### The metal 1 layer

Drawn at 3 px/um. Supply wires on this layer in gray.
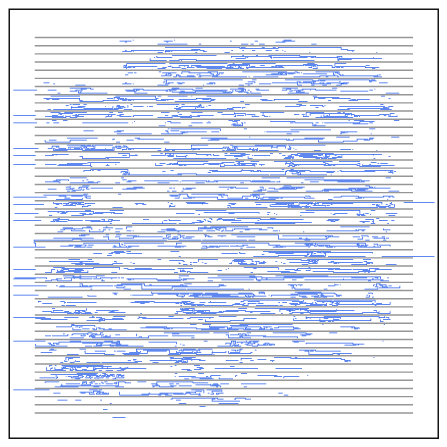
### The metal 2 layer

Drawn at 2 px/um.
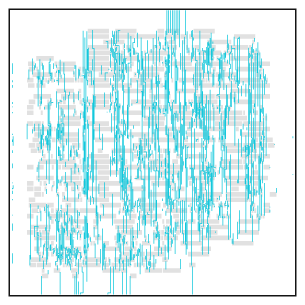
### Signal wires on met3

Drawn at 3 px/um.
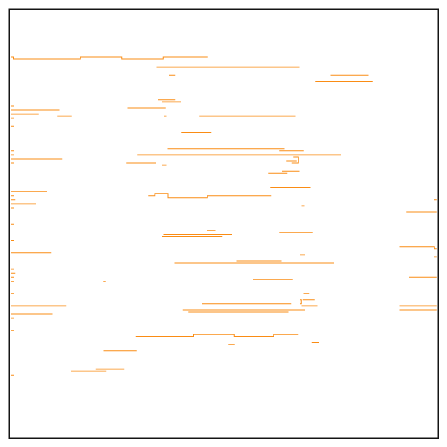
### Pin placement

Drawn at 3 px/um. Pins as bars across the die edge, other pins in gray.
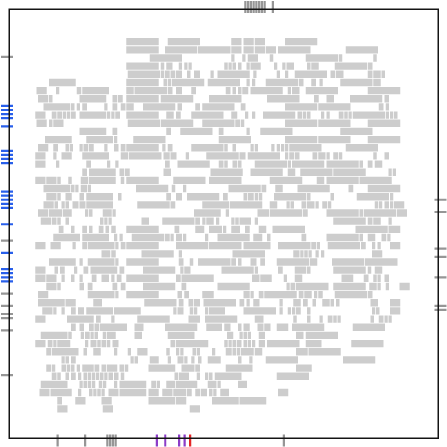
### Placement view

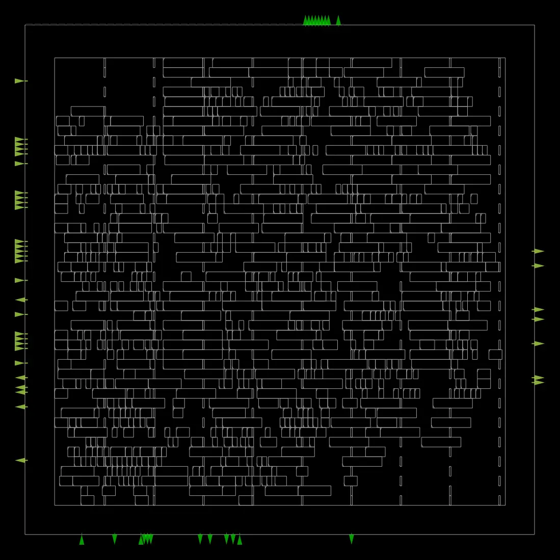
### src/rtl/adc_pcm_fifo.sv
// Sigma-delta ADC CIC output to signed PCM: re-centre, clip to FS_LOG2 bits,
// then buffer in a small FIFO with sticky overflow and saturating drop count.
module adc_pcm_fifo #(
    parameter int IN_WDTH = 20,
    parameter int FS_LOG2 = 16,
    parameter int DEPTH   = 8
) (
    input  logic                     clk,
    input  logic                     rst_n,
    input  logic [IN_WDTH-1:0]       adc_output,
    input  logic                     adc_valid,
    output logic [FS_LOG2-1:0]       pcm_data,
    output logic                     pcm_valid,
    input  logic                     pcm_ready,
    output logic [$clog2(DEPTH):0]   fifo_level,
    output logic                     overflow,
    output logic [7:0]               drop_count,
    output logic                     sat_pulse,
    input  logic                     ovf_clr
);

    localparam int CW = IN_WDTH + 1;
    localparam int AW = $clog2(DEPTH);
    localparam int LW = AW + 1;

    localparam logic signed [CW-1:0] MIDSCALE = CW'(2 ** (FS_LOG2 - 1));
    localparam logic signed [CW-1:0] CLIP_MAX = MIDSCALE - CW'(1);
    localparam logic signed [CW-1:0] CLIP_MIN = -MIDSCALE;
    localparam logic [LW-1:0]        FULL_LVL = LW'(DEPTH);
    localparam logic [AW-1:0]        PTR_ONE  = AW'(1);
    localparam logic [LW-1:0]        LVL_ONE  = LW'(1);

    // Stage 1: offset-binary to signed, computed one bit wider than the input.
    logic                   s1_valid;
    logic signed [CW-1:0]   s1_data;

    always_ff @(posedge clk or negedge rst_n) begin
        if (!rst_n) begin
            s1_valid <= 1'b0;
            s1_data  <= '0;
        end else begin
            s1_valid <= adc_valid;
            if (adc_valid) begin
                s1_data <= $signed({1'b0, adc_output}) - MIDSCALE;
            end
        end
    end

    // Stage 2: combinational clip; the write request is s1_valid itself.
    logic                 sat_hi;
    logic                 sat_lo;
    logic [FS_LOG2-1:0]   wr_data;
    logic                 wr_req;

    always_comb begin
        sat_hi = (s1_data > CLIP_MAX);
        sat_lo = (s1_data < CLIP_MIN);
        if (sat_hi) begin
            wr_data = {1'b0, {(FS_LOG2-1){1'b1}}};
        end else if (sat_lo) begin
            wr_data = {1'b1, {(FS_LOG2-1){1'b0}}};
        end else begin
            wr_data = s1_data[FS_LOG2-1:0];
        end
    end

    assign wr_req    = s1_valid;
    assign sat_pulse = s1_valid & (sat_hi | sat_lo);

    // Output handshake: pcm_valid means the head entry is stable; a transfer
    // happens at the rising edge where pcm_valid && pcm_ready, popping the head.
    logic [FS_LOG2-1:0] mem [DEPTH];
    logic [AW-1:0]      wr_ptr;
    logic [AW-1:0]      rd_ptr;
    logic [LW-1:0]      level;
    logic               full;
    logic               pop;
    logic               push;
    logic               drop;

    assign full  = (level == FULL_LVL);
    assign pop   = pcm_valid & pcm_ready;
    assign push  = wr_req & (~full | pop);
    assign drop  = wr_req & full & ~pop;

    assign pcm_valid  = (level != '0);
    assign pcm_data   = pcm_valid ? mem[rd_ptr] : '0;
    assign fifo_level = level;

    always_ff @(posedge clk) begin
        if (push) begin
            mem[wr_ptr] <= wr_data;
        end
    end

    always_ff @(posedge clk or negedge rst_n) begin
        if (!rst_n) begin
            wr_ptr <= '0;
            rd_ptr <= '0;
            level  <= '0;
        end else begin
            if (push) begin
                wr_ptr <= wr_ptr + PTR_ONE;
            end
            if (pop) begin
                rd_ptr <= rd_ptr + PTR_ONE;
            end
            if (push && !pop) begin
                level <= level + LVL_ONE;
            end else if (pop && !push) begin
                level <= level - LVL_ONE;
            end
        end
    end

    // A drop in the same cycle as ovf_clr takes priority and restarts the count at 1.
    always_ff @(posedge clk or negedge rst_n) begin
        if (!rst_n) begin
            overflow   <= 1'b0;
            drop_count <= '0;
        end else if (drop) begin
            overflow <= 1'b1;
            if (ovf_clr) begin
                drop_count <= 8'd1;
            end else if (drop_count != 8'hFF) begin
                drop_count <= drop_count + 8'd1;
            end
        end else if (ovf_clr) begin
            overflow   <= 1'b0;
            drop_count <= '0;
        end
    end

endmodule

### config.mk
export PLATFORM = sky130hd
export DESIGN_NAME = adc_pcm_fifo
export DESIGN_NICKNAME = d
export VERILOG_FILES = /design/src/rtl/adc_pcm_fifo.sv
export SDC_FILE = /design/constraint.sdc
export NUM_CORES = 1
export LEC_CHECK = 0
export ABC_AREA = 1
export CORE_MARGIN = 8
export CORE_UTILIZATION = 45
export CTS_BUF_LIST = sky130_fd_sc_hd__clkbuf_4
export CTS_CLUSTER_DIAMETER = 100
export DETAILED_ROUTE_END_ITERATION = 8
export GPL_ROUTABILITY_DRIVEN = 0
export GPL_TIMING_DRIVEN = 0
export HOLD_SLACK_MARGIN = 0.06
export PLACE_DENSITY_LB_ADDON = 0.1
export SLEW_MARGIN = 20
export SYNTH_ARGS = -nofsm -noshare
export SYNTH_HDL_FRONTEND = slang
export SYNTH_SLANG_ARGS = --single-unit
export TNS_END_PERCENT = 30
### constraint.sdc
create_clock -name clk -period 4.3 [get_ports clk]
set_clock_uncertainty 0.2 [all_clocks]
set_input_delay 0.86 -clock clk [delete_from_list [all_inputs] [get_ports clk]]
set_output_delay 0.86 -clock clk [all_outputs]
set_load 0.01 [all_outputs]
==> flow_metrics.rpt <==
=== SYNTHESIS / PLACE & ROUTE SUMMARY ===
----------------------------------------------------
[Drt]
  Routed wl met3 ........................ 942 um
  Uppermost routed layer ........................ met4
  Remaining DRCs ........................ 0
  Post-DRT Antenna Nets ........................ 0
  Total met2 wirelength after detailed routing ........................ 7860 um
  DRT Pass-1 Iters ........................ 5
  Average wire per standard cell ........................ 17.09 um
  Total Routed Length ........................ 16610 um
  Drt first-iter violations ........................ 349

[Synthesis]
  Distinct lib cells used ........................ 29
  #FFs+latches synth ........................ 169
  Synth Area in Compound Gates ........................ 0.1116
  Leading area contributor after synthesis ........................ edfxtp_1
  Avg Inst Size Synth ........................ 10.94 um^2
  Yosys warning count ........................ 0
  Count of mapped cells out of synthesis ........................ 658
  Async SR Flop Fraction ........................ 0.2426
  Yosys synthesis chip area ........................ 7198 um^2
  Biggest area contributors in the synthesized netlist ........................ edfxtp_1, dfrtp_1, nor2_1
  Yosys stat cell total ........................ 658
  Post-synth tally of flip-flops with integrated enable ........................ 128
  Post-Synthesis Net Count ........................ 691
  Most repeated cell in the gate-level netlist after synthesis ........................ nor2_1
  Cell area after synthesis ........................ 7198 um^2
  Most frequent cells after synthesis ........................ nor2_1, edfxtp_1, o21ai_0, nand2_1
  Main logic family ........................ simple AND/OR/NAND/NOR gates
  FA/HA/MAJ Cells, Area Fraction ........................ 0.01495
  Xor and xnor area share after synthesis ........................ 0.009734
  Post-synthesis mux area share ........................ 0

[Layout]
  Multi-input combinational area share ........................ 0.2358
  Share of cells above drive strength 1 ........................ 0.1007
  Non-clock inverter count ........................ 43
  Post-layout nets ........................ 775
  Area of the multi-input gates ........................ 2004 um^2
  Growth of design area from synthesis to finish ........................ 18.11%
  Utilization after layout ........................ 0.5391
  Logic Gate Count ........................ 414
  Register containing the most flip-flops in the final layout ........................ mem
  Layout clock buffers ........................ 18
  Final-layout non-clock buffer area share ........................ 0.1015
  Total inserted antenna cells ........................ 1
  Clock buffers and inverters, area share ........................ 0.03885
  Sequential cell area ........................ 4870 um^2
  Summed area of non-filler cells in the final layout ........................ 8502 um^2
  Count of plain and timing-repair buffers in the layout ........................ 97

[Worst setup path]
  Category of the most critical setup path ........................ reg -> out
  Worst path top cell family by delay ........................ buffers and inverters
  First element of the critical path ........................ rd_ptr[1]
  Endpoint of the most critical register-to-register path ........................ fifo_level[3]
  Max incr delay on CP ........................ 0.57 ns
  Worst endpoint data arrival time ........................ 2.72 ns
  Cell type of the slowest stage on the worst timing path ........................ clkdlybuf4s50_1
  Count of buffer and inverter cells on the critical path ........................ 3
  Worst setup SP type ........................ flip-flop
  Worst path depth ........................ 7
  Cell occurring most often along the worst timing path ........................ nor2_1
  Required time at the endpoint of the critical path ........................ 3.24 ns
  Length in cells of the worst reg-to-reg path ........................ 13

[Power and ir drop]
  Dominant power group ........................ sequential cells
  Combinational share of power ........................ 0.396
  Standby leakage power ........................ 3.043 nW
  Internal ........................ 3.256 mW
  Power density of the placed cells ........................ 601.3 nW/um^2
  Post-layout power ........................ 5.112 mW
  Part of the power in the clock network ........................ 0.202
  Portion of total power attributed to sequential cells ........................ 0.402
  Sequential Power ........................ 2.05 mW
  Power drawn by the combinational cells ........................ 2.02 mW
  IR drop worst, VDD ........................ 0.2773 mV
  Power spent charging and discharging nets ........................ 1.856 mW

[GRT]
  GR met3 Demand/Resource ........................ 0.04227
  Global-route wire length before repair ........................ 26380 um
  Overflow after GRT ........................ 0
  Antenna violations before repair ........................ 1
  Met1 demand-to-capacity share in global routing ........................ 0.2272
  Number of global-route vias before repair ........................ 4892
  Largest net degree at the start of global routing ........................ 32
  GRT busiest layer ........................ met2
  Met2 Use GR ........................ 0.2713

[Status]
  Status ........................ completed

[Worst hold path]
  Min-Delay Endpoint ........................ overflow
  Worst min-delay path startpoint ........................ overflow
  Worst Hold Class ........................ reg -> reg

[Run]
  Max-capacitance violation count ........................ 0

[Final timing]
  Max-slew violations ........................ 0
  Worst setup slack after layout ........................ 0.5152 ns
  Relative slew slack ........................ 0.2788
  Hold Worst Slack ........................ 0.2921 ns
  Final number of setup-violating endpoints ........................ 0
  Final critical delay including setup and external delays ........................ 3.785 ns
  Final hold violation count ........................ 0
  Slew at the pin closest to its max-slew limit ........................ 1.071 ns
  Crit share post-route ........................ 0.8802

[CTS]
  H-tree depth reported by CTS ........................ 4
  CTS clock-pin slew for the worst setup and hold paths ........................ 0.13 ns
  Late-Pin Clk Latency ........................ 0.57 ns
  Number of CTS-inserted buffers ........................ 17
  Clock sinks ........................ 169
  Post CTS Setup Buffer Count ........................ 0
  Root buffer cell ........................ clkbuf_4
  CTS tree ........................ done
  Post_cts resized ........................ 0
  Maximum clock insertion buffer count ........................ 2
  CTS Hold Buffers Added ........................ 1

[Die]
  Total Die Area ........................ 20300 um^2
  Vertical die dimension ........................ 142.5 um
  Starting utilization of the core area ........................ 0.4564
  Die width ........................ 142.5 um
  FP Rows ........................ 46
  I/O Pins ........................ 56
  Core area ........................ 15770 um^2

[Placement]
  IO Port Bufs ........................ 55
  Final HPWL DP ........................ 12110 um
  Worst-case setup slack after placement ........................ 1.045 ns
  # placed instances ........................ 938
  Area post-placement ........................ 8159 um^2

----------------------------------------------------
-- 'The metal 1 layer' (at the start) --
share of all routed wire = 46%
nets with wire on the layer = 739

-- 'The metal 2 layer' (at the start) --
nets with wire on the layer = 586
main direction = vertical
share of all routed wire = 47%
longest straight run = 72.4 um

-- 'Signal wires on met3' (at the start) --
wire length on this layer = 943 um
main direction = horizontal
nets with wire on the layer = 65

-- 'Pin placement' (at the start) --
fifo_level -> purple  # pins 4, direction output, edge south
adc_output -> blue  # pins 20, direction input, edge west
pcm_ready -> red  # pins 1, direction input, edge south
all pins by edge = 28 west, 12 south, 9 north, 7 east

-- 'Placement view' (at the start) --
final cell count without fillers: 972
fillers: 1430
number of well-tap cells placed: 216

layout by cell type, fill, tap and decap left out, types with 7 or more instances in the layout:
cell type and instances:
buf_2 8, buf_6 9, clkbuf_1 15, clkbuf_4 18, clkdlybuf4s50_1 54, dfrtp_1 41
edfxtp_1 128, ha_1 7, inv_1 41, nand2_1 83, nand3_1 19, nor2_1 132
nor2_2 8, o211ai_1 17, o21ai_0 84, o21ai_1 23, o22ai_1 17
cell families (layout without fill, tap and decap cells):
kind of cell,after synthesis,count (layout)
XOR/XNOR,8,8
other,0,1
buffers and inverters,75,172
adder cells (fa/ha/maj),8,8
AND/OR/NAND/NOR,252,252
flip-flops,169,169
AND-OR/OR-AND,146,146
Power figures rest on the tool's default switching activity, not on a simulated workload.
